Design alu_tile_issue_arbiter, sky130hd; sources not shown.
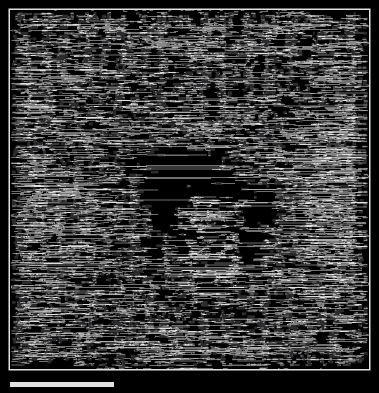
Figure 1: met1 routing.
The bar under the picture is 100 um long. Cells faint in the background.
The layer carries 59.7 mm of wire. The longest straight run is 132 um.
routed vias: 27,500
met1 Use GR: 29.6%
DRT Wirelength: 151,000 um

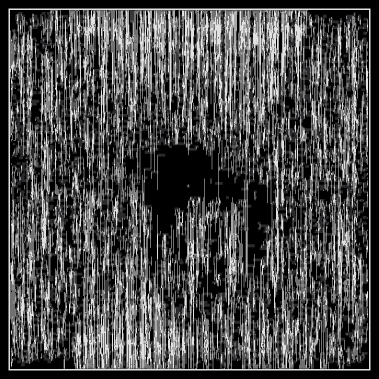
Figure 2: met2 routing.
Cells faint in the background.
The layer holds 50% of the routed length. 4,167 nets have wire on it. The layer carries 74.9 mm of wire. The longest straight run is 115 um.
GR Util met2: 41.5%

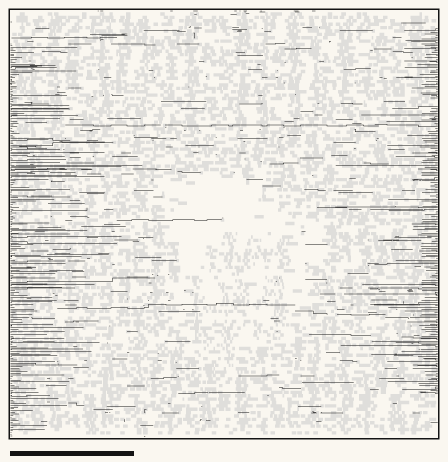
Figure 3: the metal 3 layer.
The bar under the picture is 100 um long. Cells faint in the background.
The layer carries 11,200 um of wire. The wires run mostly horizontal. 577 nets have wire on it. The longest straight run is 101 um. The layer holds 7.4% of the routed length.
met3 usage: 8.62%

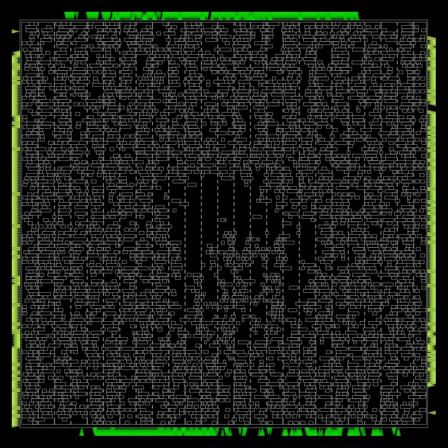
Figure 4: placement view.
# Taps: 1,524
Post-Route Utilization: 45.3%
Std-Cell Core Area: 116,000 um2

==> notes.md <==
impl run done, here's what came out: Max Cap Viol=0, Remaining DRCs=0, 1st-pass router iterations=4, Power Total=44.5 mW, Post-DP HPWL=106,000 um, Yosys warning total=0, initial antenna violation count=80, Cells after Synth=2,533, outcome=complete, but fails checks, wire per inst=28.0 um, sequential power share=31.5%, Core Util at FP=32.3%, Final WS setup=-0.788 ns, Commonest Layout Cell=clkdlybuf4s50_1, Synth flops=874, GRT Total Usage=25.2%, met2 WL=74,900 um, main flop type=dfrtp_1, final hold violations=0, Die Area=119,000 um2, failing checks=setup timing, worst endpoint data arrival time=4.01 ns, first-pass GRT wire length=218,000 um, TritonCTS clock tree=built, clk ins delay skew pair=1.24 ns, final setup fails=5
-- worst max-delay path: stages (launching register included) --
cell	delay [ns]
dfrtp_1	0.40
ha_2	0.20
nand2b_4	0.15
nand2_4	0.07
ha_4	0.20
buf_4	0.15
nand2b_1	0.14
a21oi_1	0.16
o31a_1	0.16
a32o_2	0.19
nand3_4	0.13
nor3_4	0.21
buf_6	0.15
buf_6	0.10
a211oi_2	0.06
o21ai_1	0.20
buf_2	0.18
-- synthesized netlist by cell type (3+ instances only) --
cell type  instances  share of area (%)
a21o_1             3              0.060
a21oi_1           12               0.16
a221oi_1         115                2.7
a221oi_2          30                1.2
and2_1             3              0.050
buf_1              4              0.040
buf_2             81                1.1
buf_4             35               0.70
buf_6              3              0.090
buf_8              6               0.24
clkbuf_1          57               0.57
dfrtp_1          873                 58
ha_1               3               0.10
inv_1              6              0.060
mux2_1            71                2.1
mux2_2           592                 18
mux2_4            60                2.4
mux2i_1          291                7.8
nand2_1           22               0.22
nand2b_1           8               0.13
nand3_1           11               0.15
nor2_1            17               0.17
nor2b_1            5              0.083
nor3_1             7              0.093
o211ai_1           5               0.10
o21ai_0           11               0.15
o21ai_1            6              0.080
o22ai_1          145                2.4
-- power groups by stage --
stage               logic (mW)  registers, mW  clock network (mW)
global placement          22.7           13.9                   0
CTS                       23.2           14.1                7.64
global route              24.7           14.5                8.05
floorplan                 14.5           13.4                   0
finish                    23.1           14.0                7.34
detailed placement        23.1           14.1                   0
-- layout make-up --
type / count / area, um2
diodes: 43 / 108
clock buffers: 379 / 2850
clock inverters: 51 / 251
fillers: 11800 / 63600
inverters: 6 / 22.5
multi-input cells: 1464 / 14900
flip-flops and latches: 874 / 21900
well taps: 1524 / 1910
repair buffers: 1056 / 10800
Power is estimated from default activity; no workload was simulated.
